==> src/rtl/lock_pkg.sv <==
// Shared types and constants for the keypad lock supervisor:
// state encoding, factory code, progress thermometer codes and key helpers.
package lock_pkg;

    // Entry states sit at 1..3 and PROG states at 8..11, so the low two bits index the code digit.
    typedef enum logic [3:0] {
        ST_IDLE     = 4'd0,
        ST_ENTRY1   = 4'd1,
        ST_ENTRY2   = 4'd2,
        ST_ENTRY3   = 4'd3,
        ST_UNLOCKED = 4'd4,
        ST_LOCKOUT  = 4'd5,
        ST_PROG0    = 4'd8,
        ST_PROG1    = 4'd9,
        ST_PROG2    = 4'd10,
        ST_PROG3    = 4'd11
    } state_t;

    typedef logic [3:0][3:0] code_t;

    localparam code_t DEFAULT_CODE = {4'b0010, 4'b1000, 4'b0100, 4'b0001};

    localparam logic [3:0] THERM_0 = 4'b0000;
    localparam logic [3:0] THERM_1 = 4'b0001;
    localparam logic [3:0] THERM_2 = 4'b0011;
    localparam logic [3:0] THERM_3 = 4'b0111;
    localparam logic [3:0] THERM_4 = 4'b1111;

    function automatic logic onehot4(input logic [3:0] k);
        return (k != 4'b0000) && ((k & (k - 4'd1)) == 4'b0000);
    endfunction

    function automatic logic [3:0] progress_of(input state_t s);
        logic [3:0] p;
        case (s)
            ST_ENTRY1, ST_PROG1: p = THERM_1;
            ST_ENTRY2, ST_PROG2: p = THERM_2;
            ST_ENTRY3, ST_PROG3: p = THERM_3;
            ST_UNLOCKED:         p = THERM_4;
            default:             p = THERM_0;
        endcase
        return p;
    endfunction

    function automatic int max3(input int a, input int b, input int c);
        int m;
        m = (a > b) ? a : b;
        return (m > c) ? m : c;
    endfunction

endpackage

==> src/rtl/lock_timer.sv <==
// Loadable down-counter; expired_o flags the cycle in which the count reaches zero,
// so a load of N keeps the owning state alive for exactly N cycles.
module lock_timer #(
    parameter int W = 10
) (
    input  logic         clk,
    input  logic         reset,
    input  logic         load_i,
    input  logic [W-1:0] value_i,
    output logic         expired_o
);

    logic [W-1:0] cnt_q;
    logic [W-1:0] cnt_d;

    always_comb begin
        cnt_d = cnt_q;
        if (load_i) begin
            cnt_d = value_i;
        end else if (cnt_q != '0) begin
            cnt_d = cnt_q - W'(1);
        end
    end

    always_ff @(posedge clk or posedge reset) begin
        if (reset) begin
            cnt_q <= '0;
        end else begin
            cnt_q <= cnt_d;
        end
    end

    assign expired_o = (cnt_q <= W'(1));

endmodule

==> src/rtl/lock_supervisor.sv <==
// Keypad code-lock supervisor: 4-key code entry, failure counting with timed lockout,
// auto-relock and in-field code reprogramming. All outputs registered from next state.
module lock_supervisor
    import lock_pkg::*;
#(
    parameter int MAX_FAILS      = 3,
    parameter int LOCKOUT_CYCLES = 1000,
    parameter int RELOCK_CYCLES  = 500,
    parameter int ENTRY_TIMEOUT  = 200
) (
    input  logic       clk,
    input  logic       reset,
    input  logic [3:0] keys,
    input  logic       lock_req,
    input  logic       prog_req,
    output logic       unlock,
    output logic [3:0] progress,
    output logic       lockout,
    output logic       prog_mode,
    output logic [3:0] fail_cnt
);

    localparam int TMAX = max3(LOCKOUT_CYCLES, RELOCK_CYCLES, ENTRY_TIMEOUT);
    localparam int TW   = $clog2(TMAX + 1);
    localparam logic [3:0] MAX_FAILS_W = 4'(MAX_FAILS);

    state_t state_q, state_d;
    code_t  code_q, code_d;
    code_t  shadow_q, shadow_d;
    logic [3:0] fail_q, fail_d;
    logic [3:0] fail_inc;

    logic       unlock_q, lockout_q, prog_mode_q;
    logic [3:0] progress_q;

    logic          key_ev, key_ok, fail;
    logic          tmr_load, tmr_expired;
    logic [TW-1:0] tmr_value;

    assign key_ev   = (keys != 4'b0000);
    assign key_ok   = onehot4(keys);
    assign fail_inc = (fail_q == 4'hF) ? fail_q : fail_q + 4'd1;

    always_comb begin
        state_d  = state_q;
        code_d   = code_q;
        shadow_d = shadow_q;
        fail_d   = fail_q;
        fail     = 1'b0;
        case (state_q)
            ST_IDLE: begin
                if (key_ev) begin
                    if (keys == code_q[0]) state_d = ST_ENTRY1;
                    else                   fail    = 1'b1;
                end
            end
            ST_ENTRY1, ST_ENTRY2, ST_ENTRY3: begin
                // A key in the expiry cycle is evaluated before the timeout.
                if (key_ev) begin
                    if (keys == code_q[state_q[1:0]]) state_d = state_t'(state_q + 4'd1);
                    else                              fail    = 1'b1;
                end else if (tmr_expired) begin
                    state_d = ST_IDLE;
                end
            end
            ST_UNLOCKED: begin
                if (lock_req || tmr_expired) state_d = ST_IDLE;
                else if (prog_req)           state_d = ST_PROG0;
            end
            ST_LOCKOUT: begin
                if (tmr_expired) begin
                    state_d = ST_IDLE;
                    fail_d  = 4'd0;
                end
            end
            ST_PROG0, ST_PROG1, ST_PROG2, ST_PROG3: begin
                if (key_ev) begin
                    if (key_ok) begin
                        shadow_d[state_q[1:0]] = keys;
                        if (state_q == ST_PROG3) begin
                            code_d  = {keys, shadow_q[2], shadow_q[1], shadow_q[0]};
                            state_d = ST_IDLE;
                        end else begin
                            state_d = state_t'(state_q + 4'd1);
                        end
                    end else begin
                        state_d = ST_IDLE;
                    end
                end else if (tmr_expired) begin
                    state_d = ST_IDLE;
                end
            end
            default: state_d = ST_IDLE;
        endcase

        // The offending key is consumed by the failure; it never starts a new entry.
        if (fail) begin
            fail_d  = fail_inc;
            state_d = (fail_inc >= MAX_FAILS_W) ? ST_LOCKOUT : ST_IDLE;
        end
        if (state_d == ST_UNLOCKED && state_q != ST_UNLOCKED) begin
            fail_d = 4'd0;
        end
    end

    // Every accepted key also changes state, so a state change is the only reload trigger.
    always_comb begin
        tmr_load = (state_d != state_q);
        case (state_d)
            ST_ENTRY1, ST_ENTRY2, ST_ENTRY3,
            ST_PROG0, ST_PROG1, ST_PROG2, ST_PROG3: tmr_value = TW'(ENTRY_TIMEOUT);
            ST_UNLOCKED:                            tmr_value = TW'(RELOCK_CYCLES);
            ST_LOCKOUT:                             tmr_value = TW'(LOCKOUT_CYCLES);
            default:                                tmr_value = '0;
        endcase
    end

    lock_timer #(
        .W (TW)
    ) u_timer (
        .clk       (clk),
        .reset     (reset),
        .load_i    (tmr_load),
        .value_i   (tmr_value),
        .expired_o (tmr_expired)
    );

    always_ff @(posedge clk or posedge reset) begin
        if (reset) begin
            state_q     <= ST_IDLE;
            code_q      <= DEFAULT_CODE;
            shadow_q    <= DEFAULT_CODE;
            fail_q      <= 4'd0;
            unlock_q    <= 1'b0;
            progress_q  <= THERM_0;
            lockout_q   <= 1'b0;
            prog_mode_q <= 1'b0;
        end else begin
            state_q     <= state_d;
            code_q      <= code_d;
            shadow_q    <= shadow_d;
            fail_q      <= fail_d;
            unlock_q    <= (state_d == ST_UNLOCKED);
            progress_q  <= progress_of(state_d);
            lockout_q   <= (state_d == ST_LOCKOUT);
            prog_mode_q <= (state_d == ST_PROG0) || (state_d == ST_PROG1) ||
                           (state_d == ST_PROG2) || (state_d == ST_PROG3);
        end
    end

    assign unlock    = unlock_q;
    assign progress  = progress_q;
    assign lockout   = lockout_q;
    assign prog_mode = prog_mode_q;
    assign fail_cnt  = fail_q;

endmodule

==> config.mk <==
export PLATFORM = sky130hd
export DESIGN_NAME = lock_supervisor
export DESIGN_NICKNAME = d
export VERILOG_FILES = /design/src/rtl/lock_pkg.sv /design/src/rtl/lock_timer.sv /design/src/rtl/lock_supervisor.sv
export SDC_FILE = /design/constraint.sdc
export NUM_CORES = 1
export LEC_CHECK = 0
export CORE_MARGIN = 3
export CORE_UTILIZATION = 40
export DETAILED_ROUTE_END_ITERATION = 8
export PLACE_DENSITY = 0.58
export RECOVER_POWER = 25
export SLEW_MARGIN = 20
export SYNTH_ARGS = -nofsm -noshare
export SYNTH_HDL_FRONTEND = slang
export SYNTH_SLANG_ARGS = --single-unit
export TNS_END_PERCENT = 20
==> constraint.sdc <==
create_clock -name clk -period 4.9 [get_ports clk]
set_input_delay 0.98 -clock clk [delete_from_list [all_inputs] [get_ports clk]]
set_output_delay 0.98 -clock clk [all_outputs]
set_load 0.05 [all_outputs]
==> deck_impl_summary.md, run 1 <==
Key Metrics from the Run

Floorplanning
  – Cell Rows: 30
  – Die ar.: 0.00850 mm²
  – Core outline area: 0.00698 mm²
  – Height of the die: 92.2 µm
  – Top-level I/O count: 19

Layout
  – Gate Area: 0.00154 mm²
  – Diode count: 0
  – Final nets: 308
  – Layout area overhead: 11.4%
  – Finished Layout Cells: 389
  – Layout fillers: 679
  – Top Layout Cells: dfrtp_1, nand2_1, mux2_2
  – Share of layout cells above drive strength 1: 17.1%

Logic synthesis
  – Post-synthesis sequential area ratio: 44.9%
  – Net Count, Synth: 292
  – Top cells by count, synth: dfrtp_1, mux2_2, nand2_1
  – Synthesized cell area: 0.00297 mm²
  – Warnings, synthesis: 0
  – Top-area cell share: 38.7%
  – Top-count cell post-synth: dfrtp_1
  – Library cells used by synthesis: 54
  – Ys flops: 53
  – Synth area leader: dfrtp_1
  – Avg Cell Area, Syn: 10.8 µm²
  – Post-synth EDFFs: 0
  – Commonest flop: dfrtp_1
  – Yosys cell count: 276

Place
  – Post-placement cell area: 0.00323 mm²
  – PortBufs: 18
  – GP Congestion: 0.807
  – Post-placement cell count: 381

Timing
  – Fin. Hold Viols: 0
  – Worst-Margin Slew: 1.72 ns
  – Final setup violation count: 0
  – RSZ-0062 raised after global routing: false
  – Fin Clk Skew: 0.00534 ns
  – Max Clock Freq: 251 MHz
  – Max-slew violation count: 34

Job
  – Log Warnings: 31
  – Max-cap viol count: 1

Setup path
  – Crit path DRT: 5.12 ns
  – Element type at the critical path start: input port
  – Critical path peak fanout: 13

Clock network
  – H-tree depth: 2
  – Clock root buffer: clkbuf_8
  – CTS tree: yes
  – Clk latency late pin: 0.30 ns
  – Clock Pin Slew Worst Setup and Hold Paths: 0.09 ns
  – CTS Buf Count: 5
  – Post CTS Setup Buffer Count: 0
  – # resized after CTS: 0
  – Cts hold-fix bufs: 0

Route
  – ANT nets after route: 0
  – Post-Route WL: 5820 µm
  – DRC violations left: 0
  – DRT Pass-1 Iters: 4
  – Routed vias/inst: 5.29
  – Vias: 2056
  – 1st-iter DRT viols: 148

Global routing
  – Tot GR Track Use: 15.0%
  – Gr ovfl total: 0
  – Initial antenna violation count: 0
  – Vias in the first global route: 2097
  – First-pass GRT wire length: 10300 µm

Power and ir drop
  – Power Internal: 0.00105 W
  – Leak pwr: 1.49 nW
  – Clock power frac: 12.9%
  – Comb pwr share: 51.8%
  – VDD IR max: 0.307 mV
  – Switch share: 43.2%
  – Power, Total: 0.00184 W
  – Sw power: 0.000795 W

Min path
  – Hold Crit Class: flip-flop to flip-flop

Run status
  – Failing checks: max-capacitance violations, max-slew violations
  – Outcome: finished, violations left
-- run 1: final timing paths --
check                                        startpoint                            to  slack [ns]  cells after the start
worst max-delay path                            keys[3]  u_timer.cnt_q[2]$_DFFE_PP0P_        0.92                      9
worst min-delay path            shadow_q[0]$_DFFE_PP1P_       shadow_q[0]$_DFFE_PP1P_        0.49                      2
worst max register to register     state_q[0]$_DFF_PP0_  u_timer.cnt_q[2]$_DFFE_PP0P_        1.34                      9
worst min register to register  shadow_q[0]$_DFFE_PP1P_       shadow_q[0]$_DFFE_PP1P_        0.49                      2
max in group asynchronous                         reset         code_q[2]$_DFFE_PP0P_        1.58                      3
min in group asynchronous                         reset             lockout$_DFF_PP0_        1.24                      2
-- run 1: per-layer routing --
layer	up-vias	part of all wire (%)	GRT usage, %
met3	7	2.4	2.21
met2	18	47	24.0
li1	1034	-	-
met1	997	49	21.1
met5	-	0	0
met4	0	1.3	4.58
-- run 1: critical path: stages --
cell,delay [ns]
clkdlybuf4s50_1,0.76
nor4_1,0.16
nor4_1,0.69
a21o_1,0.40
a21oi_1,0.16
inv_2,0.13
xnor2_1,0.12
nand3_1,0.46
mux2i_1,0.34
-- run 1: metrics by stage --
stage                     setup slack [ns]  util [%]
after global routing                 0.587      47.4
final                                0.917      47.4
after global placement               0.580      46.3
after CTS                            0.925      47.5
after detailed placement             0.603      46.3
after floorplan                       1.83         -
-- run 1: power by group through the flow --
| stage | sequential [W] | clock (W) | combinational [W] |
|---|---|---|---|
| finish | 0.000650 | 0.000237 | 0.000955 |
| global route | 0.000670 | 0.000261 | 0.00107 |
| CTS | 0.000650 | 0.000248 | 0.000963 |
| detailed placement | 0.000659 | 0 | 0.000959 |
| global placement | 0.000657 | 0 | 0.000951 |
| floorplan | 0.000698 | 0 | 0.000718 |
-- run 1: sequential cells by signal, summed over array words and instances (netlist names) --
signal,flops
shadow_q,12
fail_cnt,4
unlock,1
u_timer.cnt_q,10
prog_mode,1
progress,4
lockout,1
state_q,4
code_q,16
-- run 1: cell families after synthesis --
| logic type | Yosys count | share of synthesized area (%) |
|---|---|---|
| muxes | 41 | 16.8 |
| buffers and inverters | 24 | 3.41 |
| xor gates and xnor gates | 18 | 5.31 |
| DFF | 53 | 44.9 |
| AOI/OAI and AO/OA | 50 | 11.8 |
| and+or+nand+nor | 81 | 14.1 |
| adders and majority gates | 9 | 3.71 |
-- run 1: area by class of cell --
type                       instances  share of cell area [%]
multi-input combinational        199                    46.4
sequential                        53                    40.3
timing repair buffer              20                    5.78
tap                               96                    3.63
clock buffer                       8                    2.42
inverter                          13                    1.47
Run 1, routing congestion:
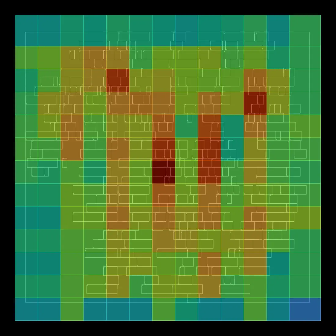
met1 Usage GRT: 21.1%
grt peak-use layer: met2
met3 GRT Util: 2.21%

Run 1, sequential cells grouped by signal name:
The bar under the picture is 20 µm long. Other sequential cells in the stronger gray, the rest of the logic in the fainter gray.
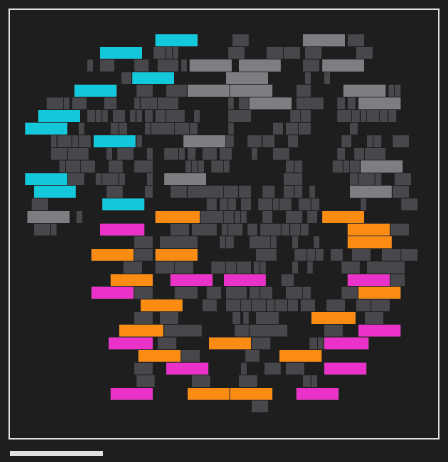
- magenta: shadow_q (sequential cells 12)
- cyan: u_timer.cnt_q (sequential cells 10)
- orange: code_q (sequential cells 16)
Post-Route Utilization: 47.4%
register area: 0.00134 mm²
Seq area share: 40.3%
P_seq: 0.000650 W

Run 1, gate families picked out:
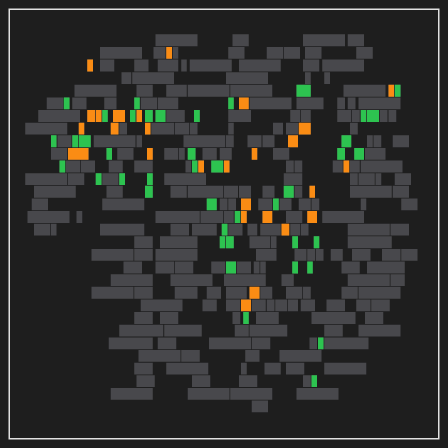
- green: NAND gates (cells 42)
- orange: NOR gates (cells 27)

Run 1, placed cells, one color a class:
The bar under the picture is 20 µm long.
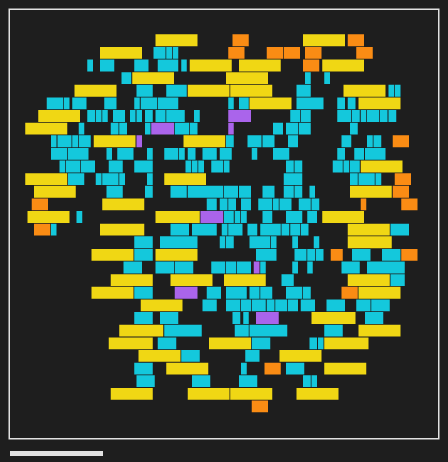

==> inputs of run 2 (changes only) <==
--- a/config.mk
+++ b/config.mk
@@ -8,7 +8,7 @@
 export CORE_MARGIN = 3
 export CORE_UTILIZATION = 40
 export DETAILED_ROUTE_END_ITERATION = 8
-export PLACE_DENSITY = 0.58
+export PLACE_DENSITY = 0.6
 export RECOVER_POWER = 25
 export SLEW_MARGIN = 20
 export SYNTH_ARGS = -nofsm -noshare
==> constraint.sdc (replaced) <==
create_clock -name clk -period 3.3 [get_ports clk]
set_input_delay 0.66 -clock clk [delete_from_list [all_inputs] [get_ports clk]]
set_output_delay 0.66 -clock clk [all_outputs]
set_load 0.05 [all_outputs]
Run 2, placed cells, one color a class:
The bar under the picture is 20 µm long.
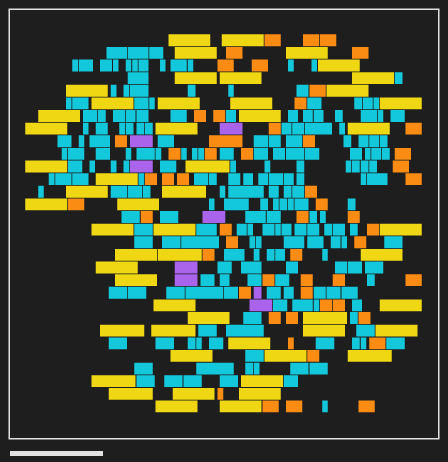
- cyan: all other logic (cells 212; share of their area 46%)
- yellow: flip-flops (cells 53; share of their area 38%)
- orange: other buffers and delay cells (cells 55; share of their area 13%)
- purple: clock drivers and dummy loads (cells 8; share of their area 2.9%)
Cell Rows: 30
core outline area: 0.00698 mm²
Post-Route Utilization: 52.0%

==> deck_impl_summary.md, run 2 <==
Key Metrics from the Run

Logic synthesis
  – Ys flops: 53 (unchanged)
  – Commonest flop: dfrtp_1
  – Library cells used by synthesis: 54 (unchanged)
  – Synthesized cell area: 0.00297 mm² (unchanged)
  – Avg Cell Area, Syn: 10.8 µm² (unchanged)
  – Top-area cell share: 38.7% (unchanged)
  – Synth area leader: dfrtp_1
  – Top-count cell post-synth: dfrtp_1
  – Net Count, Synth: 292 (unchanged)
  – Top cells by count, synth: dfrtp_1, mux2_2, nand2_1
  – Warnings, synthesis: 0 (unchanged)
  – Yosys cell count: 276 (unchanged)

Clock network
  – Clk latency late pin: 0.30 ns (about the same)
  – CTS Buf Count: 5 (unchanged)
  – Clock root buffer: clkbuf_8
  – Clock Pin Slew Worst Setup and Hold Paths: 0.09 ns (about the same)
  – Cts hold-fix bufs: 0 (unchanged)

Route
  – Post-Route WL: 6110 µm (+5.1%)
  – DRC violations left: 0 (unchanged)
  – ANT nets after route: 0 (unchanged)
  – Routed vias/inst: 5.18 (-1.9%)
  – Vias: 2198 (+6.9%)
  – DRT Pass-1 Iters: 4 (unchanged)

Setup path
  – Worst R2R End: fail_cnt[0]$_DFFE_PP0P_
  – Crit path DRT: 3.48 ns (-1.64 ns)
  – FF-to-FF setup slack: 0.31 ns (-1.03 ns)
  – R2R cell count: 10 (+1)
  – Critical path peak fanout: 4 (-9)
  – FF-to-FF Start: state_q[0]$_DFF_PP0_
  – Highest-delay cell along the critical path: or4_1
  – Max stage delay on crit path: 0.58 ns (-0.18 ns)
  – Element type at the critical path start: input port
  – Buf+Inv Stages, Crit Path: 3 (+1)

Layout
  – Layout fillers: 650 (-4.3%)
  – Top Layout Cells: dfrtp_1, buf_4, nand2_1, mux2_2, clkdlybuf4s50_1
  – Top flop regs: code_q (16), shadow_q (12), u_timer.cnt_q (10)
  – Max reg flops: 16 (unchanged)
  – Layout area overhead: 22.1%
  – Largest reg by FF count: code_q

Floorplanning
  – Die ar.: 0.00850 mm² (unchanged)
  – Top-level I/O count: 19 (unchanged)
  – Height of the die: 92.2 µm (unchanged)

Min path
  – Hold Crit Class: flip-flop to flip-flop
  – Hold endpoint: shadow_q[4]$_DFFE_PP0P_
  – Hold Path Depth: 2 (unchanged)
  – Hold path start: shadow_q[4]$_DFFE_PP0P_

Global routing
  – Gr ovfl total: 0 (unchanged)
  – First-pass GRT wire length: 10900 µm (+5.7%)
  – Initial antenna violation count: 0 (unchanged)
  – Met1 Usage GRT: 21.9% (+0.82 points)
  – Grt peak-use layer: met2
  – Vias in the first global route: 2220 (+5.9%)
  – Met3 GRT Util: 3.04% (+0.82 points)

Power and ir drop
  – VDD IR max: 0.489 mV (+59%)
  – Leak pwr: 1.68 nW (+13%)
  – Power, Total: 0.00306 W (+66%)

Place
  – GP Congestion: 0.858 (+6.4%)
  – PortBufs: 18 (unchanged)

Run status
  – Outcome: finished clean

Timing
  – RSZ-0062 raised after global routing: false
  – Final setup violation count: 0 (unchanged)
  – Max-slew violation count: 0 (-100%)
  – Fin. Hold Viols: 0 (unchanged)
Run 2, routing congestion:
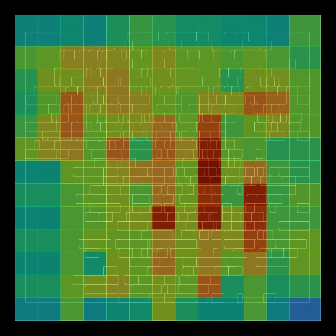
Tot GR Track Use: 16.0%
Routed wire per std cell: 14.4 µm

==> run 2: cell counts after synthesis <==
No cell type changed its count.
==> run 2: layout make-up <==
type	count	area [µm²]	area share, %
clock inverters	1	5.00	0.138
clock buffers	7	96.3	2.66
flip-flops and latches	53	1340	36.9
well taps	96	120	3.31
repair buffers	55	463	12.8
multi-input cells	199	1560	42.9
inverters	13	48.8	1.34
==> run 2: power by group <==
part / total [W] / switching (W) / internal, W
Clock: 0.000394 / 0.000204 / 0.000190
Combinational: 0.00172 / 0.000896 / 0.000822
Sequential: 0.000951 / 0.000141 / 0.000810
==> run 2: per-layer routing <==
| layer | up-vias | wire length, µm | share of wire [%] |
|---|---|---|---|
| met2 | 18 | 2870 | 47 |
| li1 | 1097 | - | - |
| met5 | - | 0 | 0 |
| met1 | 1078 | 3060 | 50 |
| met4 | 0 | 57 | 0.93 |
| met3 | 5 | 123 | 2.0 |
==> run 2: kinds of logic (layout without fill, tap and decap cells) <==
family,Yosys count,in the layout,synth area share [%]
multiplexers,41,41,16.8
buffers and inverters,24,76,3.41
adder cells (fa/ha/maj),9,9,3.71
XOR/XNOR,18,18,5.31
flip-flops,53,53,44.9
AND-OR/OR-AND,50,50,11.8
AND/OR/NAND/NOR,81,81,14.1
==> run 2: tightest hold or removal path: stages, from the launching register on <==
cell and delay (ns):
dfrtp_1 0.35, nand2_1 0.04, o21ai_0 0.06
==> run 2: timing repair <==
action	in CTS	in global routing
resized	0	8
buffers inserted	0	0
endpoints found under the setup margin	0	11
==> run 2: worst max-delay path by stage <==
stage,startpoint,to,slack [ns],cells after the start
after CTS,keys[0],u_timer.cnt_q[1]$_DFFE_PP0P_,0.16,12
after floorplan,state_q[1]$_DFF_PP0_,fail_cnt[0]$_DFFE_PP0P_,0.32,12
after detailed placement,keys[0],fail_cnt[0]$_DFFE_PP0P_,-0.17,9
after global placement,keys[0],u_timer.cnt_q[1]$_DFFE_PP0P_,-0.15,12
final,keys[1],fail_cnt[0]$_DFFE_PP0P_,0.16,10
after global routing,keys[0],u_timer.cnt_q[1]$_DFFE_PP0P_,0.009,13
==> run 2: stage by stage <==
stage / util [%] / instances / TNS, ns / worst slack [ns]
3_5_place_dp: 50.3 / 416 / -1.91 / -0.165
4_1_cts: 51.7 / 424 / 0 / 0.164
2_1_floorplan: - / 276 / 0 / 0.317
6_report: 52.0 / 424 / 0 / 0.160
5_1_grt: 52.0 / 424 / 0 / 0.00855
3_3_place_gp: 50.3 / 416 / -1.59 / -0.149
Power figures rest on the tool's default switching activity, not on a simulated workload.
